<file path="config.mk">
export PLATFORM = sky130hd
export DESIGN_NAME = aes_out_arbiter
export DESIGN_NICKNAME = d
export VERILOG_FILES = /design/src/rtl/aes_out_arbiter.sv
export SDC_FILE = /design/constraint.sdc
export NUM_CORES = 1
export LEC_CHECK = 0
export CAP_MARGIN = 20
export CORE_AREA = 2 2 168 170
export DETAILED_ROUTE_END_ITERATION = 12
export DIE_AREA = 0 0 170 172
export PLACE_DENSITY = 0.63
export SLEW_MARGIN = 25
export SYNTH_ARGS = -nofsm -noshare
export SYNTH_HDL_FRONTEND = slang
export SYNTH_SLANG_ARGS = --single-unit
</file>
<file path="constraint.sdc">
create_clock -name inClk -period 1.7 [get_ports inClk]
set_input_delay 0.425 -clock inClk [delete_from_list [all_inputs] [get_ports inClk]]
set_output_delay 0.425 -clock inClk [all_outputs]
set_load 0.05 [all_outputs]
</file>
<file path="src/rtl/aes_out_arbiter.sv">
// Round-robin arbiter that shares one AES output holding register between the
// encryption and decryption cores and hands each block downstream via valid/ready.
module aes_out_arbiter #(
  parameter int DATA_W = 128,
  parameter int CNT_W  = 16
) (
  input  logic              inClk,
  input  logic              inRst,
  input  logic              inEncReq,
  input  logic [DATA_W-1:0] inEncData,
  output logic              outEncAck,
  input  logic              inDecReq,
  input  logic [DATA_W-1:0] inDecData,
  output logic              outDecAck,
  output logic              outValid,
  input  logic              inReady,
  output logic [DATA_W-1:0] outData,
  output logic              outSrc,
  output logic              outBusy,
  output logic [CNT_W-1:0]  outEncCnt,
  output logic [CNT_W-1:0]  outDecCnt
);

  typedef enum logic {
    IDLE = 1'b0,
    HOLD = 1'b1
  } state_t;

  state_t            state_q, state_d;
  logic [DATA_W-1:0] data_q, data_d;
  logic              src_q, src_d;
  logic              last_src_q, last_src_d;
  logic              enc_ack_q, enc_ack_d;
  logic              dec_ack_q, dec_ack_d;
  logic [CNT_W-1:0]  enc_cnt_q, enc_cnt_d;
  logic [CNT_W-1:0]  dec_cnt_q, dec_cnt_d;
  logic              grant_enc, grant_dec;

  // Under contention the source that was not granted last wins.
  always_comb begin
    grant_enc = inEncReq && (!inDecReq || last_src_q);
    grant_dec = inDecReq && (!inEncReq || !last_src_q);
  end

  always_comb begin
    state_d    = state_q;
    data_d     = data_q;
    src_d      = src_q;
    last_src_d = last_src_q;
    enc_ack_d  = 1'b0;
    dec_ack_d  = 1'b0;
    enc_cnt_d  = enc_cnt_q;
    dec_cnt_d  = dec_cnt_q;
    case (state_q)
      IDLE: begin
        if (grant_enc) begin
          data_d     = inEncData;
          src_d      = 1'b0;
          last_src_d = 1'b0;
          enc_ack_d  = 1'b1;
          state_d    = HOLD;
        end else if (grant_dec) begin
          data_d     = inDecData;
          src_d      = 1'b1;
          last_src_d = 1'b1;
          dec_ack_d  = 1'b1;
          state_d    = HOLD;
        end
      end
      HOLD: begin
        // Requests are ignored here; data stays put after completion.
        if (inReady) begin
          state_d = IDLE;
          if (src_q) dec_cnt_d = dec_cnt_q + CNT_W'(1);
          else       enc_cnt_d = enc_cnt_q + CNT_W'(1);
        end
      end
      default: state_d = IDLE;
    endcase
  end

  always_ff @(posedge inClk) begin
    if (inRst) begin
      state_q    <= IDLE;
      data_q     <= '0;
      src_q      <= 1'b0;
      last_src_q <= 1'b1;
      enc_ack_q  <= 1'b0;
      dec_ack_q  <= 1'b0;
      enc_cnt_q  <= '0;
      dec_cnt_q  <= '0;
    end else begin
      state_q    <= state_d;
      data_q     <= data_d;
      src_q      <= src_d;
      last_src_q <= last_src_d;
      enc_ack_q  <= enc_ack_d;
      dec_ack_q  <= dec_ack_d;
      enc_cnt_q  <= enc_cnt_d;
      dec_cnt_q  <= dec_cnt_d;
    end
  end

  assign outValid  = (state_q == HOLD);
  assign outBusy   = (state_q == HOLD);
  assign outData   = data_q;
  assign outSrc    = src_q;
  assign outEncAck = enc_ack_q;
  assign outDecAck = dec_ack_q;
  assign outEncCnt = enc_cnt_q;
  assign outDecCnt = dec_cnt_q;

endmodule

</file>
util_map.png
Bar = 50 um. 17 x 17 tiles, from white (low) to dark blue (high), 0 to 100% covered.
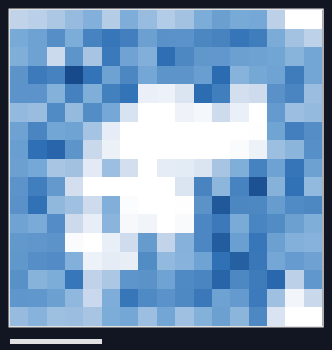
- mean over tiles: 43%
- fullest tile: 90%
- tiles over 75% full: 3.5%
- emptiest ninth of the die: centre

floorplan.png
Bar = 50 um. Pins as bars on the die edge. Tap cells in grey.
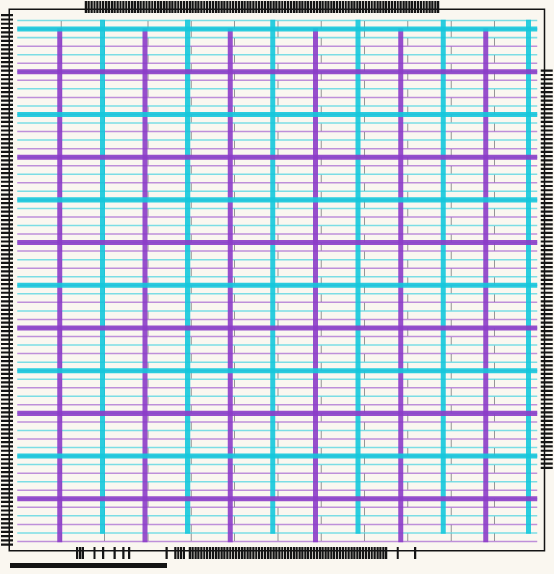
- VDD: cyan
- VSS: purple
- met1 rails: 62
- met5 straps: 12
- tap cells: 346
- signal pins: 426

==> impl_metrics.yaml <==
# flow metrics
status:
  status: "completed"
logic_synthesis:
  yosys.area_share.aoi_pct: 14.77
  synth_flops: 165
  yosys_area_sq_mm: 0.007252
  most_common_cell: "dfxtp_1"
  synth_cells: 767
  top_area_cell: "dfxtp_1"
  synth_stat.cells: 767
  ys_warn_count: 0
  netlist-cell-type-count: 36
  netlist_area_sq_mm: 0.007252
  logic_family: "multiplexers"
  adder_share_pct: 0.3451
  top_cell_area_share_pct: 45.55
  avgSynthCellArea_sq_um: 9.455
  async_flop_share_pct: 0
  mux_area_share_pct: 18.43
  ys_sh_simple_pct: 13.85
  synthXorXnorAreaFrac_pct: 2.295
  ff_type: "dfxtp_1"
clock_network:
  cts_hold_buffers: 0
  cts_tree: "built"
  path_clk_slew_ns: 0.07
  clock_latency_ns: 0.43
  cts.repair.resized: 1
  cts_max_path_buffers: 2
  cts_root_buf: "clkbuf_16"
  numCtsBuffers: 17
cells_and_area:
  clock_area_share_pct: 4.429
  logic_area_sq_mm: 0.003649
  finish.utilization_pct: 47.60
  nClkBuffers: 17
  n_antenna_cell: 0
  nFlopsAndLatches: 165
  layout.nets: 1494
  mostFrequentLayoutCells: "256 x clkdlybuf4s50_1, 208 x buf_4, 159 x nor2_1"
  lay_top_count: "clkdlybuf4s50_1"
  comb_area_share_pct: 27.90
  inv_count: 7
  nNonClkBuffers: 511
  nFillCells: 2617
  area_growth_pct: 80.35
  logic_gate_count: 529
  finalNonFillerCells: 1590
  final-nonclk-buf-share_pct: 38.56
setup_path:
  r2r-end: "outEncCnt[14]$_SDFFE_PP0P_"
  ff2ff_path_depth: 4
  cp_data_required_time_ns: 1.27
  startpoint: "outBusy$_SDFF_PP0_"
  critical_path.startpoint_type: "flip-flop"
  crit_fanout: 9
  end_kind: "output pin"
  reg2reg_slack_ns: 0.08
  worstPathArrival_ns: 1.20
  r2r_start: "outEncCnt[3]$_SDFFE_PP0P_"
  worstSetupPathType: "reg2out"
grt:
  grt_pass1_vias: 6883
  grt_max_degree: 52
  overflow: 0
  grt_pass1_wl_um: 37300
  track_usage_pct: 16.53
  antenna_found_initial: 0
hold_path:
  hp-class: "in2reg"
  hold_start: "inReady"
routing:
  wl_per_cell_um: 16.34
  firstDrtPassIters: 4
  vias: 7176
  drt_wl_total_um: 25980
  ant_nets: 0
  route.detailed.drc: 0
  drt_iter0_drc: 288
sta:
  finalCritPeriodShare_pct: 95.50
  relSlewSlack_pct: 69.77
  finalWorstSetupSlack_ns: 0.07657
  finalHoldViolCount: 0
  period_needed_ns: 1.623
pwr:
  ir_worst_vdd_mv: 0.5554
  p_leak_nw: 5.642
floorplan:
  nWellTaps: 346
  dieArea_sq_mm: 0.02924
  die_h_um: 172
  die_w_um: 170
  initial_utilization_pct: 26.39
  core_sq_mm: 0.02748
place:
  dp_hpwl_um: 20420
  dp_slack_ns: -0.4160
  gp_congestion: 0.7894
  dp_cells: 1554
  io_buffers: 425
run:
  warnings: 26
ff_map.png
Bar = 50 um. Other sequential cells in the stronger grey, the rest of the logic in the fainter grey.
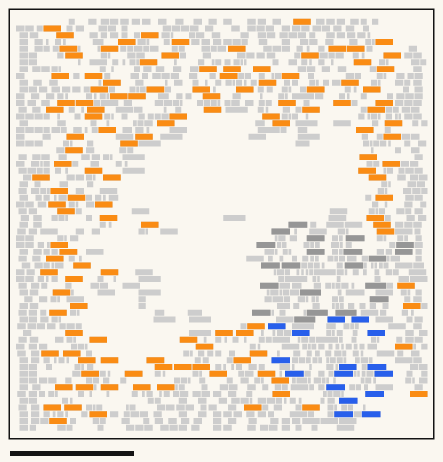
- outDecCnt: blue (placed flops 16; where south-east)
- outData: orange (placed flops 128; where all over the die)
- not coloured: 21

port_trees.png
Bar = 50 um.
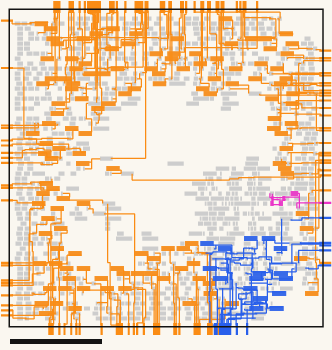
- outDecCnt: blue (direction output; end cells 16; buffers 23; wire 952 um)
- outData: orange (direction output; end cells 128; buffers 128; wire 5250 um)
- inEncReq: magenta (direction input; end cells 5; buffers 2; wire 64.0 um)

[metal layers]
| layer | track usage [%] | share of wire (%) |
|---|---|---|
| met1 | 19.11 | 41 |
| met2 | 30.12 | 50 |
| met3 | 5.058 | 7.6 |
| met4 | 3.456 | 0.78 |
| met5 | 0 | 0 |
[per-stage QoR]
step	total power [mW]	area (sq um)	setup TNS [ns]
after detailed placement	8.109	12390	-46.91
final	11.85	13080	0
after CTS	11.97	12970	0
after floorplan	6.430	7310	0
after global placement	8.074	12390	-44.31
after global routing	12.39	13080	0
[where the power goes]
part	internal [mW]	leakage, nW	switching (mW)
clock	1.97	0.284	1.85
sequential	4.18	1.38	0.187
combinational	1.60	3.98	2.07
[worst max-delay path, stage by stage (launching register included)]
cell and delay [ns]:
dfxtp_4 0.43, buf_4 0.20, buf_12 0.14
Power and IR drop assume default switching activity.
